==> src/rtl/unit_pkt_dispatch_pkg.sv <==
// Shared definitions for the packet dispatcher.
//   - Packet type field width and the two legal header type codes.
//   - Default unit bus width.
//   - FSM state encoding and an index-width helper.
package unit_pkt_dispatch_pkg;

  localparam int unsigned UNIT_INPUT_WIDTH = 16;

  // Header type lives in the low bits of a ctrl word.
  localparam int unsigned PKT_TYPE_W = 3;
  localparam logic [PKT_TYPE_W-1:0] PKT_TYPE_DATA     = 3'd0;
  localparam logic [PKT_TYPE_W-1:0] PKT_TYPE_ENTRY_PT = 3'd1;

  typedef enum logic [2:0] {
    StIdle,
    StSelect,
    StStream,
    StBcastWait,
    StBcast,
    StDiscard,
    StGuard
  } state_e;

  // Width needed to index n items; never zero.
  function automatic int unsigned idx_width(input int unsigned n);
    return (n > 1) ? $clog2(n) : 1;
  endfunction

endpackage

==> src/rtl/unit_pkt_dispatch_rr_select.sv <==
// Combinational round-robin pick over the unit ready vector.
// Ports:
//   ready  in   N_UNITS  per-unit ready
//   ptr    in   IDX_W    first index to consider
//   idx    out  IDX_W    first ready unit at or after ptr (with wrap)
//   found  out  1        some unit is ready
module unit_pkt_dispatch_rr_select
  import unit_pkt_dispatch_pkg::*;
#(
  parameter int unsigned N_UNITS = 4,
  parameter int unsigned IDX_W   = 2
) (
  input  logic [N_UNITS-1:0] ready,
  input  logic [IDX_W-1:0]   ptr,
  output logic [IDX_W-1:0]   idx,
  output logic               found
);

  always_comb begin
    int unsigned j;
    j     = 0;
    idx   = '0;
    found = 1'b0;
    for (int unsigned i = 0; i < N_UNITS; i++) begin
      j = 32'(ptr) + i;
      if (j >= N_UNITS) j = j - N_UNITS;
      if (!found && ready[IDX_W'(j)]) begin
        found = 1'b1;
        idx   = IDX_W'(j);
      end
    end
  end

endmodule

==> src/rtl/unit_pkt_dispatch.sv <==
// Packet dispatcher between the host FWFT FIFO and the per-unit input stages.
// Data packets (type 0) go to one ready unit chosen round-robin; entry-point
// packets (type 1) are broadcast to all units; anything else is dropped and
// flagged.
// Ports:
//   CLK, reset                      clock, synchronous active-high reset
//   in_data, in_ctrl, in_empty      FIFO head word, framing flag, empty
//   in_rd_en                        FIFO pop (combinational)
//   out_data, out_ctrl, unit_wr_en  registered unit write bus
//   unit_afull, unit_ready          per-unit flow control
//   idle                            registered: idle with nothing queued
//   err_pkt_type, err_pkt_len       sticky error flags
module unit_pkt_dispatch
  import unit_pkt_dispatch_pkg::*;
#(
  parameter int unsigned N_UNITS       = 4,
  parameter int unsigned INPUT_WIDTH   = UNIT_INPUT_WIDTH,
  parameter int unsigned INPUT_N_WORDS = 128,
  parameter int unsigned GUARD_CYCLES  = 2   // must be at least 1
) (
  input  logic                   CLK,
  input  logic                   reset,
  input  logic [INPUT_WIDTH-1:0] in_data,
  input  logic                   in_ctrl,
  input  logic                   in_empty,
  output logic                   in_rd_en,
  output logic [INPUT_WIDTH-1:0] out_data,
  output logic                   out_ctrl,
  output logic [N_UNITS-1:0]     unit_wr_en,
  input  logic [N_UNITS-1:0]     unit_afull,
  input  logic [N_UNITS-1:0]     unit_ready,
  output logic                   idle,
  output logic                   err_pkt_type,
  output logic                   err_pkt_len
);

  localparam int unsigned IDX_W = idx_width(N_UNITS);
  localparam int unsigned CNT_W = $clog2(INPUT_N_WORDS + 1);
  localparam int unsigned GRD_W = idx_width(GUARD_CYCLES);

  localparam logic [IDX_W-1:0] LAST_UNIT  = IDX_W'(N_UNITS - 1);
  localparam logic [CNT_W-1:0] LAST_WORD  = CNT_W'(INPUT_N_WORDS - 1);
  localparam logic [GRD_W-1:0] GUARD_LAST = GRD_W'(GUARD_CYCLES - 1);

  state_e                  state;
  logic [IDX_W-1:0]        rr_ptr;
  logic [IDX_W-1:0]        target;
  logic [CNT_W-1:0]        word_cnt;
  logic [GRD_W-1:0]        guard_cnt;
  // Header of the current packet is still at the FIFO head.
  logic                    hdr_pending;

  logic [PKT_TYPE_W-1:0]   hdr_type;
  logic [IDX_W-1:0]        pick_idx;
  logic                    pick_found;
  logic [N_UNITS-1:0]      target_mask;
  logic [IDX_W-1:0]        next_ptr;

  assign hdr_type = in_data[PKT_TYPE_W-1:0];

  unit_pkt_dispatch_rr_select #(
    .N_UNITS (N_UNITS),
    .IDX_W   (IDX_W)
  ) u_rr_select (
    .ready (unit_ready),
    .ptr   (rr_ptr),
    .idx   (pick_idx),
    .found (pick_found)
  );

  always_comb begin
    target_mask         = '0;
    target_mask[target] = 1'b1;
    next_ptr            = (target == LAST_UNIT) ? '0 : target + 1'b1;
  end

  // Pops are gated only by FIFO occupancy and the afull of whoever is targeted,
  // so a stalled unit stops the stream in the same cycle without losing words.
  always_comb begin
    in_rd_en = 1'b0;
    case (state)
      StIdle:    in_rd_en = !in_empty && !in_ctrl;
      StStream:  in_rd_en = !in_empty && !unit_afull[target];
      StBcast:   in_rd_en = !in_empty && ~|unit_afull;
      StDiscard: in_rd_en = !in_empty;
      default:   in_rd_en = 1'b0;
    endcase
  end

  always_ff @(posedge CLK) begin
    if (reset) begin
      state        <= StIdle;
      rr_ptr       <= '0;
      target       <= '0;
      word_cnt     <= '0;
      guard_cnt    <= '0;
      hdr_pending  <= 1'b0;
      out_data     <= '0;
      out_ctrl     <= 1'b0;
      unit_wr_en   <= '0;
      idle         <= 1'b1;
      err_pkt_type <= 1'b0;
      err_pkt_len  <= 1'b0;
    end else begin
      unit_wr_en <= '0;
      out_ctrl   <= 1'b0;
      idle       <= (state == StIdle) && in_empty;

      case (state)
        StIdle: begin
          if (!in_empty) begin
            if (!in_ctrl) begin
              // Stray body word outside any packet; popped by in_rd_en.
              err_pkt_type <= 1'b1;
            end else if (hdr_type == PKT_TYPE_DATA) begin
              state <= StSelect;
            end else if (hdr_type == PKT_TYPE_ENTRY_PT) begin
              state <= StBcastWait;
            end else begin
              err_pkt_type <= 1'b1;
              hdr_pending  <= 1'b1;
              state        <= StDiscard;
            end
          end
        end

        StSelect: begin
          if (pick_found) begin
            target      <= pick_idx;
            word_cnt    <= '0;
            hdr_pending <= 1'b1;
            state       <= StStream;
          end
        end

        StStream: begin
          if (in_rd_en) begin
            out_data   <= in_data;
            out_ctrl   <= in_ctrl;
            unit_wr_en <= target_mask;
            if (hdr_pending) begin
              hdr_pending <= 1'b0;
            end else if (in_ctrl) begin
              rr_ptr    <= next_ptr;
              guard_cnt <= '0;
              state     <= StGuard;
            end else if (word_cnt == LAST_WORD) begin
              // Unit buffer is full: close the packet here, drop the rest.
              out_ctrl    <= 1'b1;
              err_pkt_len <= 1'b1;
              rr_ptr      <= next_ptr;
              state       <= StDiscard;
            end else begin
              word_cnt <= word_cnt + 1'b1;
            end
          end
        end

        StBcastWait: begin
          if (&unit_ready && ~|unit_afull) begin
            hdr_pending <= 1'b1;
            state       <= StBcast;
          end
        end

        StBcast: begin
          if (in_rd_en) begin
            out_data   <= in_data;
            out_ctrl   <= in_ctrl;
            unit_wr_en <= '1;
            if (hdr_pending) begin
              hdr_pending <= 1'b0;
            end else if (in_ctrl) begin
              guard_cnt <= '0;
              state     <= StGuard;
            end
          end
        end

        StDiscard: begin
          if (in_rd_en) begin
            hdr_pending <= 1'b0;
            if (in_ctrl && !hdr_pending) state <= StIdle;
          end
        end

        StGuard: begin
          // Gives a just-loaded unit time to drop ready before the next pick.
          if (guard_cnt == GUARD_LAST) state <= StIdle;
          else guard_cnt <= guard_cnt + 1'b1;
        end

        default: state <= StIdle;
      endcase
    end
  end

endmodule

==> config.mk <==
export PLATFORM = sky130hd
export DESIGN_NAME = unit_pkt_dispatch
export DESIGN_NICKNAME = d
export VERILOG_FILES = /design/src/rtl/unit_pkt_dispatch_pkg.sv /design/src/rtl/unit_pkt_dispatch_rr_select.sv /design/src/rtl/unit_pkt_dispatch.sv
export SDC_FILE = /design/constraint.sdc
export NUM_CORES = 1
export LEC_CHECK = 0
export CORE_MARGIN = 1
export CORE_UTILIZATION = 45
export CTS_CLUSTER_DIAMETER = 30
export DETAILED_ROUTE_END_ITERATION = 8
export HOLD_SLACK_MARGIN = 0.08
export PLACE_DENSITY = 0.74
export SETUP_SLACK_MARGIN = 0.4
export SLEW_MARGIN = 20
export SYNTH_ARGS = -nofsm -noshare
export SYNTH_HDL_FRONTEND = slang
export SYNTH_SLANG_ARGS = --single-unit
==> constraint.sdc <==
create_clock -name CLK -period 2.7 [get_ports CLK]
set_clock_uncertainty 0.05 [all_clocks]
set_input_delay 0.27 -clock CLK [delete_from_list [all_inputs] [get_ports CLK]]
set_output_delay 0.27 -clock CLK [all_outputs]
set_load 0.01 [all_outputs]
**I/O nets highlighted**

Drawn at 4 px/um.
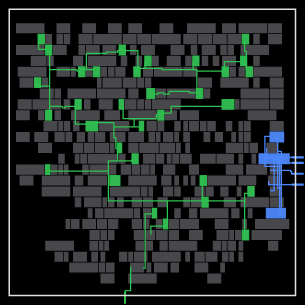
- `reset`: green (bits 1; direction input; edge bottom; end cells 32; wire 314 um)
- `unit_afull`: blue (bits 4; direction input; edge right; end cells 3; wire 94.6 um)
I/O pin cnt: 53
Port Buffers: 52

**Cell area per tile**

Drawn at 6 px/um. The die is cut into 7 by 7 equal tiles; dark blue is low, red is high, 0 to 100% covered.
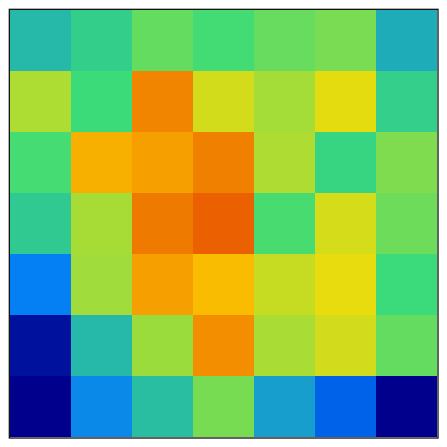
- densest ninth of the die: middle
- mean over tiles: 56%
- tiles over 75% full: 18%
Core Footprint: 4474 sq um
Final Util: 0.6454

**Signal wires on met3**

Drawn at 6 px/um.
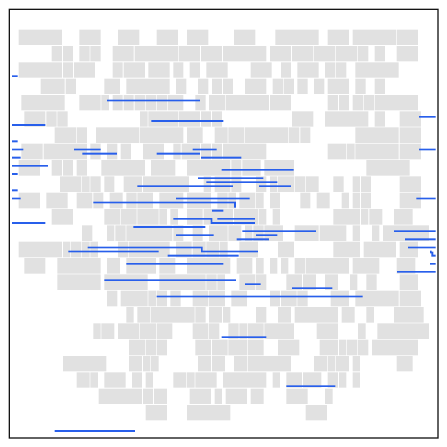
- longest straight run: 34.0 um
- wire length on this layer: 422 um
- share of all routed wire: 7.2%
- main direction: horizontal
- nets with wire on the layer: 40
Vias: 2230
GR Util met3: 0.03419
DRT Wirelength: 5834 um

**Clock wires, drivers and flops**

Drawn at 6 px/um.
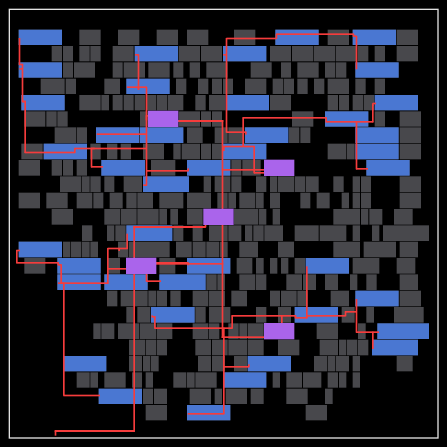
- cells driving clock nets: purple (count 5)
- flip-flops: blue (count 41)
- clock wires: red (length 520 um)
- routed clock nets: 6
Clk pwr share: 0.175
Clk Latency, worst-skew pair: 300 ps
clock group total power: 0.388 mW

**Track usage over the die**

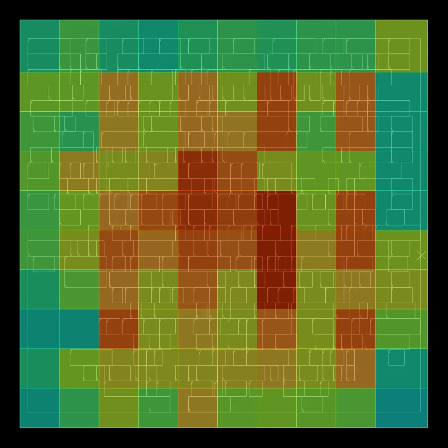
Tot GR Track Use: 0.2346
WL per Instance: 15.27 um
Most Crowded Layer GR: met2
GR Util met1: 0.3233
GR Layer Usage met2: 0.3735

==> flow_summary.json <==
{
  "min_to": "guard_cnt$_SDFFE_PP0P_",
  "nClkBuffers": 6,
  "clockNetworkAreaShare": 0.02860,
  "final_cell_mix": "47 x clkdlybuf4s50_1, 38 x a21oi_1, 36 x dfxtp_1",
  "largestRegisters": "out_data x16, word_cnt x8, unit_wr_en x4",
  "period_minus_slack_ps": 2212,
  "switching_share": 0.4131,
  "overflow": 0,
  "fmax_mhz": 452.1,
  "adder_share": 0.02904,
  "cts_tree": "done",
  "reg2reg_from": "target[0]$_SDFFE_PP0P_",
  "top_layer": "met4",
  "end_kind": "output port",
  "topCombFamilyByArea": "AND-OR/OR-AND gates",
  "cts_hold_buf": 0,
  "area_leaders": "dfxtp_1 38%, a21oi_1 8.8%, nand3_1 5.6%, o21ai_0 5.3%, nand2_1 4.2%",
  "row_count": 24,
  "warning_count": 29,
  "finalNonFillerCells": 382,
  "crit_family": "simple AND/OR/NAND/NOR gates",
  "p_int_mw": 1.299,
  "path_class": "flip-flop to output port",
  "nMultiInputCombCells": 201,
  "async_flop_share": 0,
  "worstMarginPinSlew_ps": 544.3,
  "worstSetupStartpointType": "flip-flop",
  "grt_pass1_wl_um": 9466,
  "xor_share": 0,
  "sh_seq_area": 0.2873,
  "synthesis.area_sq_um": 2155,
  "p_leak_nw": 1.038,
  "setup_slack_ps": 487.9,
  "cts_max_level": 2,
  "yosys_warnings": 0,
  "edf_count": 0,
  "required_ps": 2380,
  "worstPathCellList": "mux2i_2 > a221oi_2 > or4_4 > inv_1 > clkdlybuf4s15_2",
  "power.share.sequential": 0.355,
  "maxCapViolCount": 0,
  "p_per_area_nw_per_um2": 766.5,
  "flop_area_sq_um": 829.5,
  "synth-simple-area-share": 0.2416,
  "synth_cell_type_count": 46,
  "seq_cells": 41,
  "top_cells_by_count": "41 x dfxtp_1, 38 x a21oi_1, 24 x nand2_1, 24 x nand3_1, 23 x o21ai_0",
  "grt_max_degree": 32,
  "cp_num_buf_inv": 2,
  "slowest_delay_ps": 560,
  "antenna_found_initial": 0,
  "p_total_mw": 2.213,
  "cts_made_buffers": 5,
  "violations": "design-rule violations",
  "ys.flop_type": "dfxtp_1",
  "ys_area_sq_um": 2155,
  "hold_class": "flip-flop to flip-flop",
  "antenna_left": 0,
  "path_max_fanout": 4,
  "dr_wl_met2_um": 2699,
  "timing.slew.headroom": 0.6371,
  "r2r_slack_ps": 490,
  "signal_buffers": 67,
  "run_status": "finished, violations left",
  "cp_slowest_cell": "or4_4",
  "nNetsFinal": 362,
  "synth_flops": 41,
  "tap_cells": 52,
  "finalSetupViolations": 0,
  "post_cts_buffers": 2,
  "dr_wl_met3_um": 421,
  "hpwl_um": 4108,
  "place_congestion": 0.9798,
  "pre_cts_ws_ps": 14.63,
  "hold_viol": 0,
  "power_switching_mw": 0.9144,
  "remaining_drc_errors": 1,
  "yosysCellCount": 273,
  "final_common_cell": "clkdlybuf4s50_1",
  "vdd_drop_max_v": 0.0004178,
  "synthAoiAreaFrac": 0.2422,
  "logic_area_sq_um": 1232,
  "cts_resized": 12
}
Power figures rest on the tool's default switching activity, not on a simulated workload.
